Figure 1. Routing congestion map (run 1).
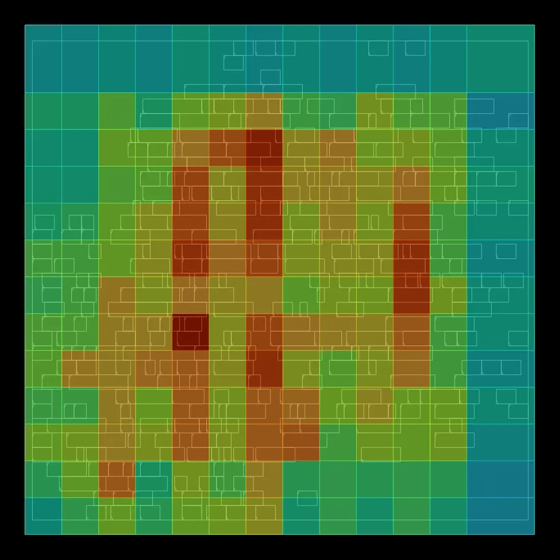
Figure 2. M1 wires (run 1).
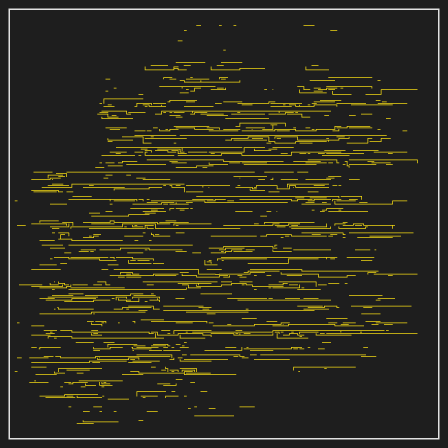
Figure 3. Register map, names as in the netlist (run 1).
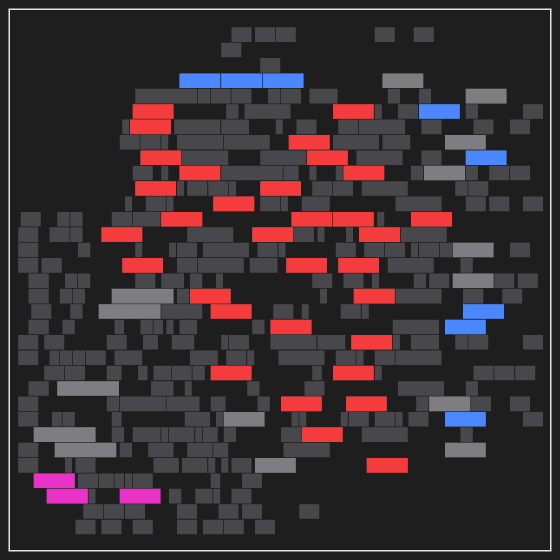
### config.mk
export PLATFORM = sky130hd
export DESIGN_NAME = alu_exec_seq
export DESIGN_NICKNAME = d
export VERILOG_FILES = /design/src/rtl/alu_exec_seq_pkg.sv /design/src/rtl/alu_exec_regfile.sv /design/src/rtl/alu_exec_seq.sv
export SDC_FILE = /design/constraint.sdc
export NUM_CORES = 1
export LEC_CHECK = 0
export CORE_UTILIZATION = 35
export DETAILED_ROUTE_END_ITERATION = 7
export PLACE_DENSITY = 0.64
export SYNTH_ARGS = -nofsm -noshare
export SYNTH_HDL_FRONTEND = slang
export SYNTH_SLANG_ARGS = --single-unit
### constraint.sdc
create_clock -name clk -period 4.2 [get_ports clk]
set_input_delay 0.84 -clock clk [delete_from_list [all_inputs] [get_ports clk]]
set_output_delay 0.84 -clock clk [all_outputs]
set_load 0.01 [all_outputs]
### src/rtl/alu_exec_seq_pkg.sv
// Shared definitions for the ALU execute sequencer: op codes, FSM states,
// instruction field positions and small op-classification helpers.
package alu_exec_seq_pkg;

  localparam int NREG   = 4;
  localparam int AW     = 2;
  localparam int DATA_W = 8;
  localparam int OP_W   = 3;

  localparam logic [OP_W-1:0] OP_NOP  = 3'b000;
  localparam logic [OP_W-1:0] OP_ADD  = 3'b001;
  localparam logic [OP_W-1:0] OP_NAND = 3'b010;
  localparam logic [OP_W-1:0] OP_CMP  = 3'b011;
  localparam logic [OP_W-1:0] OP_SHL  = 3'b100;
  localparam logic [OP_W-1:0] OP_SHR  = 3'b101;
  localparam logic [OP_W-1:0] OP_EQ   = 3'b110;
  localparam logic [OP_W-1:0] OP_NOP7 = 3'b111;

  // Instruction layout: [7:5] op, [4:3] rd, [2:1] rs, [0] unused
  localparam int OP_MSB = 7;
  localparam int OP_LSB = 5;
  localparam int RD_MSB = 4;
  localparam int RD_LSB = 3;
  localparam int RS_MSB = 2;
  localparam int RS_LSB = 1;

  typedef enum logic [1:0] {
    ST_IDLE  = 2'd0,
    ST_SETUP = 2'd1,
    ST_EXEC  = 2'd2,
    ST_WB    = 2'd3
  } state_e;

  // True for ops that drive the ALU; 000 and 111 retire without ALU activity
  function automatic logic is_real_op(input logic [OP_W-1:0] op);
    return (op != OP_NOP) && (op != OP_NOP7);
  endfunction

  // True for ops whose ALU result is written back to R[rd]
  function automatic logic writes_back(input logic [OP_W-1:0] op);
    return (op >= OP_ADD) && (op <= OP_SHR);
  endfunction

endpackage

### src/rtl/alu_exec_regfile.sv
// 4x8 register file: one write port, three asynchronous read ports.
module alu_exec_regfile
  import alu_exec_seq_pkg::*;
(
  input  logic              clk,
  input  logic              rst_n,
  input  logic              we,
  input  logic [AW-1:0]     waddr,
  input  logic [DATA_W-1:0] wdata,
  input  logic [AW-1:0]     ra_addr,
  output logic [DATA_W-1:0] ra_data,
  input  logic [AW-1:0]     rb_addr,
  output logic [DATA_W-1:0] rb_data,
  input  logic [AW-1:0]     rc_addr,
  output logic [DATA_W-1:0] rc_data
);

  logic [DATA_W-1:0] regs_q [NREG];
  logic [DATA_W-1:0] regs_d [NREG];

  // Next register contents: apply the single write port
  always_comb begin
    regs_d = regs_q;
    if (we) begin
      regs_d[waddr] = wdata;
    end
  end

  // Register storage, cleared by reset
  always_ff @(posedge clk) begin
    if (!rst_n) begin
      for (int i = 0; i < NREG; i++) begin
        regs_q[i] <= '0;
      end
    end else begin
      regs_q <= regs_d;
    end
  end

  assign ra_data = regs_q[ra_addr];
  assign rb_data = regs_q[rb_addr];
  assign rc_data = regs_q[rc_addr];

endmodule

### src/rtl/alu_exec_seq.sv
// Multi-cycle execute sequencer: accepts one instruction, presents operands
// to the ALU, pulses the ALU control code, then writes back / reports branch.
module alu_exec_seq
  import alu_exec_seq_pkg::*;
(
  input  logic              clk,
  input  logic              rst_n,
  input  logic              instr_valid,
  output logic              instr_ready,
  input  logic [7:0]        instr,
  input  logic              load_en,
  input  logic [AW-1:0]     load_addr,
  input  logic [DATA_W-1:0] load_data,
  output logic [DATA_W-1:0] alu_data1,
  output logic [DATA_W-1:0] alu_data2,
  output logic [OP_W-1:0]   alu_ctrl,
  input  logic [DATA_W-1:0] alu_result,
  input  logic              alu_zero,
  output logic              done,
  output logic              branch_taken,
  input  logic [AW-1:0]     dbg_addr,
  output logic [DATA_W-1:0] dbg_data
);

  state_e             state_q, state_d;
  logic [OP_W-1:0]    op_q, op_d;
  logic [AW-1:0]      rd_q, rd_d;
  logic [DATA_W-1:0]  alu_data1_q, alu_data1_d;
  logic [DATA_W-1:0]  alu_data2_q, alu_data2_d;
  logic [OP_W-1:0]    alu_ctrl_q, alu_ctrl_d;

  logic [OP_W-1:0]    in_op;
  logic [AW-1:0]      in_rd;
  logic [AW-1:0]      in_rs;
  logic               instr_unused;

  logic               rf_we;
  logic [AW-1:0]      rf_waddr;
  logic [DATA_W-1:0]  rf_wdata;
  logic [DATA_W-1:0]  rd_rdata;
  logic [DATA_W-1:0]  rs_rdata;

  assign in_op        = instr[OP_MSB:OP_LSB];
  assign in_rd        = instr[RD_MSB:RD_LSB];
  assign in_rs        = instr[RS_MSB:RS_LSB];
  assign instr_unused = instr[0];

  // Operands are read with the incoming instruction's addresses, so they
  // are already stable on alu_data1/2 before alu_ctrl changes.
  alu_exec_regfile u_regfile (
    .clk     (clk),
    .rst_n   (rst_n),
    .we      (rf_we),
    .waddr   (rf_waddr),
    .wdata   (rf_wdata),
    .ra_addr (in_rd),
    .ra_data (rd_rdata),
    .rb_addr (in_rs),
    .rb_data (rs_rdata),
    .rc_addr (dbg_addr),
    .rc_data (dbg_data)
  );

  // Next-state, ALU drive and writeback/handshake decode
  always_comb begin
    state_d      = state_q;
    op_d         = op_q;
    rd_d         = rd_q;
    alu_data1_d  = alu_data1_q;
    alu_data2_d  = alu_data2_q;
    alu_ctrl_d   = alu_ctrl_q;
    rf_we        = 1'b0;
    rf_waddr     = rd_q;
    rf_wdata     = alu_result;
    instr_ready  = 1'b0;
    done         = 1'b0;
    branch_taken = 1'b0;

    case (state_q)
      ST_IDLE: begin
        instr_ready = !load_en;
        if (load_en) begin
          rf_we    = 1'b1;
          rf_waddr = load_addr;
          rf_wdata = load_data;
        end else if (instr_valid) begin
          op_d = in_op;
          rd_d = in_rd;
          if (is_real_op(in_op)) begin
            alu_data1_d = rd_rdata;
            alu_data2_d = rs_rdata;
            state_d     = ST_SETUP;
          end else begin
            state_d = ST_WB;
          end
        end
      end
      ST_SETUP: begin
        // Operands settled with ctrl at 000; the change to op triggers the ALU
        alu_ctrl_d = op_q;
        state_d    = ST_EXEC;
      end
      ST_EXEC: begin
        state_d = ST_WB;
      end
      ST_WB: begin
        done         = 1'b1;
        branch_taken = (op_q == OP_EQ) && alu_zero;
        rf_we        = writes_back(op_q);
        alu_ctrl_d   = OP_NOP;
        state_d      = ST_IDLE;
      end
      default: begin
        state_d = ST_IDLE;
      end
    endcase

    // A reset in the WB cycle retires nothing
    if (!rst_n) begin
      done         = 1'b0;
      branch_taken = 1'b0;
      rf_we        = 1'b0;
    end
  end

  // Control and ALU-drive registers
  always_ff @(posedge clk) begin
    if (!rst_n) begin
      state_q     <= ST_IDLE;
      alu_data1_q <= '0;
      alu_data2_q <= '0;
      alu_ctrl_q  <= OP_NOP;
    end else begin
      state_q     <= state_d;
      alu_data1_q <= alu_data1_d;
      alu_data2_q <= alu_data2_d;
      alu_ctrl_q  <= alu_ctrl_d;
    end
  end

  // Latched instruction fields; only meaningful while an op is in flight
  always_ff @(posedge clk) begin
    op_q <= op_d;
    rd_q <= rd_d;
  end

  assign alu_data1 = alu_data1_q;
  assign alu_data2 = alu_data2_q;
  assign alu_ctrl  = alu_ctrl_q;

endmodule

==> changes_impl.md, run 1 <==
### Metrics

* Status: completed
* Grt ovf at 0
* Simple-gate share of the synthesized area at 0.158
* CTS-repair resized insts at 0
* CTS tree: done
* Buf/Inv on CP at 3
* Layout cells sized above 1 at 0.157
* Net Sw Frac at 0.297
* Post-DRT Antenna Nets at 0
* Crit path kind: in2out
* Die Height at 95.5 um
* Clock power share at 0.336
* Synth Area per Inst at 11.7 um2
* Total GRT Usage at 0.180
* Hold slack at 0.482 ns
* Area grow syn2layout at 28.8%
* Hold Vio Cnt, Final at 0
* Mapped Area at 3060 um2
* Clk_skew at 0.0130 ns
* Die Wd at 95.5 um
* Max Root-Sink Buffers at 2
* Global-route wire length before repair at 11,800 um
* Crit-path max FO at 5
* Tool warnings at 31
* Routability cong. at 0.819
* Post-synth cell types at 38
* Max Cap Viol at 0
* Vias/cell at 5.19
* Sequential Power Share at 0.389
* Worst hold path type: reg2reg
* Setup TNS at 0 ns
* Fa+ha+maj area frac at 0.0205
* Internal Pwr Total at 1.21 mW
* Initial antenna violation count at 0
* FMAX at 277 MHz
* Syn Inst Count at 262
* Peak VDD IR at 0.000220 V
* TritonCTS Buffers at 9
* Core Rows at 33
* Synth flops at 58
* Clk latency late pin at 0.34 ns
Back to the opening pictures, Figure 1:
M2 GR Usage: 0.279
busiest grt layer: met2

Back to the opening pictures, Figure 2:
- wire length on this layer: 3,450 um
- share of all routed wire: 47%

Back to the opening pictures, Figure 3:
- `u_regfile.regs_q`: red (flops 32)
- `alu_ctrl`: magenta (flops 3)
- `alu_data2`: blue (flops 8)
- not coloured: 15

run 1: Yosys cell counts, drive strengths merged:
master	n	area (um2)
or3	2	22.5
and4b	1	10.0
nor2b	17	106
ha	5	62.6
inv	4	15.0
and3	9	56.3
mux4	24	541
nand2b	2	20.0
nor3	2	10.0
a31oi	9	56.3
edfxtp	5	150
nand2	35	131
nor3b	3	27.5
o211ai	1	7.51
o22ai	1	6.26
a21oi	1	16.3
mux2i	51	510
o21ai	1	5.00
o211a	1	10.0
o32a	1	22.5
a21o	1	7.51
nor2	6	46.3
and2	3	18.8
buf	11	70.1
nand3	3	15.0
clkbuf	7	26.3
nand4b	1	8.76
and3b	1	8.76
o31a	1	8.76
dfxtp	53	1060
run 1: area by class of cell:
cell class | count | area share
Sequential cell | 58 | 0.307
Clock buffer | 11 | 0.0359
Clock inverter | 5 | 0.0194
Inverter | 4 | 0.00381
Tap cell | 105 | 0.0334
Timing Repair Buffer | 64 | 0.159
Multi-Input combinational cell | 182 | 0.441
run 1: power by group through the flow:
stage,logic [mW],registers (mW),clock network (mW)
finish,0.473,0.667,0.576
global placement,0.471,0.674,0
global route,0.515,0.675,0.608
CTS,0.477,0.666,0.584
floorplan,0.340,0.668,0
detailed placement,0.476,0.678,0
run 1: metrics by stage:
| step | instance area, um2 | setup WS (ns) | utilization | power [mW] |
|---|---|---|---|---|
| after floorplan | 3060 | 1.69 | - | 1.01 |
| after global placement | 3720 | 0.563 | 0.446 | 1.14 |
| after detailed placement | 3720 | 0.551 | 0.446 | 1.15 |
| after CTS | 3940 | 0.551 | 0.472 | 1.73 |
| after global routing | 3940 | 0.504 | 0.472 | 1.80 |
| final | 3940 | 0.593 | 0.472 | 1.72 |
run 1: layer usage:
metal  global-route usage  up-vias  wire length, um
met5                    0        -                0
met4               0.0622        0               78
met2                0.279       67             3430
met3               0.0526        5              345
li1                     -     1083                -
met1                0.237     1070             3450
run 1: flip-flops by register name (all words and copies together) (netlist names):
| name | flops |
|---|---|
| u_regfile.regs_q | 32 |
| alu_data1 | 8 |
| alu_data2 | 8 |
| alu_ctrl | 3 |
| op_q | 3 |
| rd_q | 2 |
| state_q | 2 |
run 1: layout by cell type, fill, tap and decap left out, drive strengths merged, types with 2 or more instances in the layout:
cell | Yosys | layout
a31oi | 9 | 9
and2 | 3 | 3
and3 | 9 | 9
buf | 11 | 4
bufinv | 0 | 2
clkbuf | 7 | 11
clkdlybuf4s50 | 0 | 60
clkinv | 0 | 2
dfxtp | 53 | 53
edfxtp | 5 | 5
ha | 5 | 5
inv | 4 | 5
mux2i | 51 | 51
mux4 | 24 | 24
nand2 | 35 | 35
nand2b | 2 | 2
nand3 | 3 | 3
nor2 | 6 | 6
nor2b | 17 | 17
nor3 | 2 | 2
nor3b | 3 | 3
or3 | 2 | 2
run 1: final timing paths:
check	from	cells past startpoint	slack, ns	endpoint
worst min register to register	u_regfile.regs_q[9]	2	0.48	u_regfile.regs_q[9]
worst min-delay path	u_regfile.regs_q[9]	2	0.48	u_regfile.regs_q[9]
worst max register to register	state_q[0]	6	1.93	u_regfile.regs_q[0]
worst max-delay path	dbg_addr[0]	4	0.59	dbg_data[0]
==> run 1 -> run 2 <==
==> constraint.sdc (replaced) <==
create_clock -name clk -period 4.65 [get_ports clk]
set_input_delay 0.93 -clock clk [delete_from_list [all_inputs] [get_ports clk]]
set_output_delay 0.93 -clock clk [all_outputs]
set_load 0.01 [all_outputs]
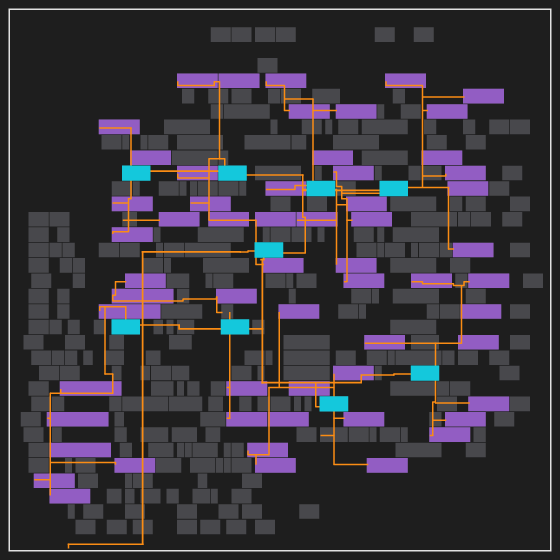
Figure 4: run 2, clock distribution.
- clock-net drivers: cyan (count 9)
- flip-flops: purple (count 58)
- clock wires: orange (length 764 um)
- routed clock nets: 10

==> run 2 against run 1 <==
Compared with the run above:
- global-route usage shrank 0.23 points
- clock-buffer cell count is 1 higher
- first-iteration DRC count shrank 17%
- critical path depth unchanged
- sequential cell count stayed put
- sequential share of layout area increased by 0.23 points
- clock power fell by 24%
- routed wire length down 1.6%
- via count decreased by 0.22%
- critical path type unchanged
- critical endpoint unchanged
==> changes_impl.md, run 2 <==
### Metrics

* Global-route wire length before repair at 11,700 um (was 11,800 um)
* Top-area cell share at 0.347 (unchanged)
* Status: completed (unchanged)
* Dominant logic cell types in the final layout: clkdlybuf4s50_1, dfxtp_1, mux2i_1 (unchanged)
* Grt ovf at 0 (unchanged)
* Synth flops at 58 (unchanged)
* Top reg by flops: u_regfile.regs_q (unchanged)
* Die Wd at 95.5 um (unchanged)
* Max reg flops at 32 (unchanged)
* Tool warnings at 31 (unchanged)
* Post-synth cell types at 38 (unchanged)
* Main flop type: dfxtp_1 (unchanged)
* Net Sw Frac at 0.311 (was 0.297)
* Initial antenna violation count at 0 (unchanged)
* Flop2flop setup slack at 2.39 ns (was 1.93 ns)
* Largest cells by area: dfxtp_1, mux4_2, mux2i_1 (unchanged)
* Flip-flops with a built-in enable at 5 (unchanged)
* Max Root-Sink Buffers at 2 (unchanged)
* Most common logic cell in the routed design: clkdlybuf4s50_1 (unchanged)
* Crit-path max FO at 5 (unchanged)
* Post-Layout Inst Area at 3910 um2 (was 3940 um2)
* Top cells by count: dfxtp_1, mux2i_1, nand2_1, mux4_2, nor2b_1 (unchanged)
* Hold slack at 0.488 ns (was 0.482 ns)
* Final worst slack at 0.859 ns (was 0.593 ns)
## run 2: cell types whose count changed in the layout (fill, tap and decap cells not counted)
cell | previous run | this run
clkinvlp_4 | 0 | 1
clkbuf_8 | 10 | 12
bufinv_16 | 2 | 0
clkbuf_1 | 1 | 0
## run 2: layout make-up
cell class                      count  area share
Inverter                            4     0.00384
Sequential cell                    58       0.310
Multi-Input combinational cell    182       0.444
Timing Repair Buffer               64       0.161
Clock buffer                       12      0.0422
Clock inverter                      4     0.00608
Tap cell                          105      0.0336
## run 2: critical path, cell delays in order
cell	delay, ns
clkdlybuf4s50_1	0.66
buf_4	0.25
mux4_2	0.52
clkdlybuf4s50_1	0.49
## run 2: power by group through the flow
stage | combinational [mW] | sequential (mW) | clock (mW)
finish | 0.429 | 0.601 | 0.435
global route | 0.467 | 0.609 | 0.467
global placement | 0.426 | 0.608 | 0
floorplan | 0.307 | 0.603 | 0
CTS | 0.434 | 0.601 | 0.446
detailed placement | 0.433 | 0.611 | 0
## run 2: final timing paths
kind | endpoint | startpoint
setup / recovery | dbg_data[0] | dbg_addr[0]
hold / removal | u_regfile.regs_q[0] | u_regfile.regs_q[0]
setup reg to reg | u_regfile.regs_q[6] | state_q[0]
hold reg to reg | u_regfile.regs_q[0] | u_regfile.regs_q[0]
## run 2: cell families (layout without fill, tap and decap cells)
kind of cell               Yosys count  after routing  share of synthesized area
and+or+nand+nor                     85             85                      0.158
muxes                               75             75                      0.344
DFF                                 58             58                      0.396
buffers and inverters               22             84                     0.0364
AOI/OAI and AO/OA                   17             17                     0.0458
adders and majority gates            5              5                     0.0205
## run 2: metal layers
| metal | vias to the layer above | part of all wire | track usage |
|---|---|---|---|
| met5 | - | 0 | 0 |
| met1 | 1069 | 0.46 | 0.228 |
| met4 | 0 | 0.013 | 0.0560 |
| met2 | 69 | 0.47 | 0.285 |
| li1 | 1075 | - | - |
| met3 | 7 | 0.058 | 0.0542 |
Power is estimated from default activity; no workload was simulated.
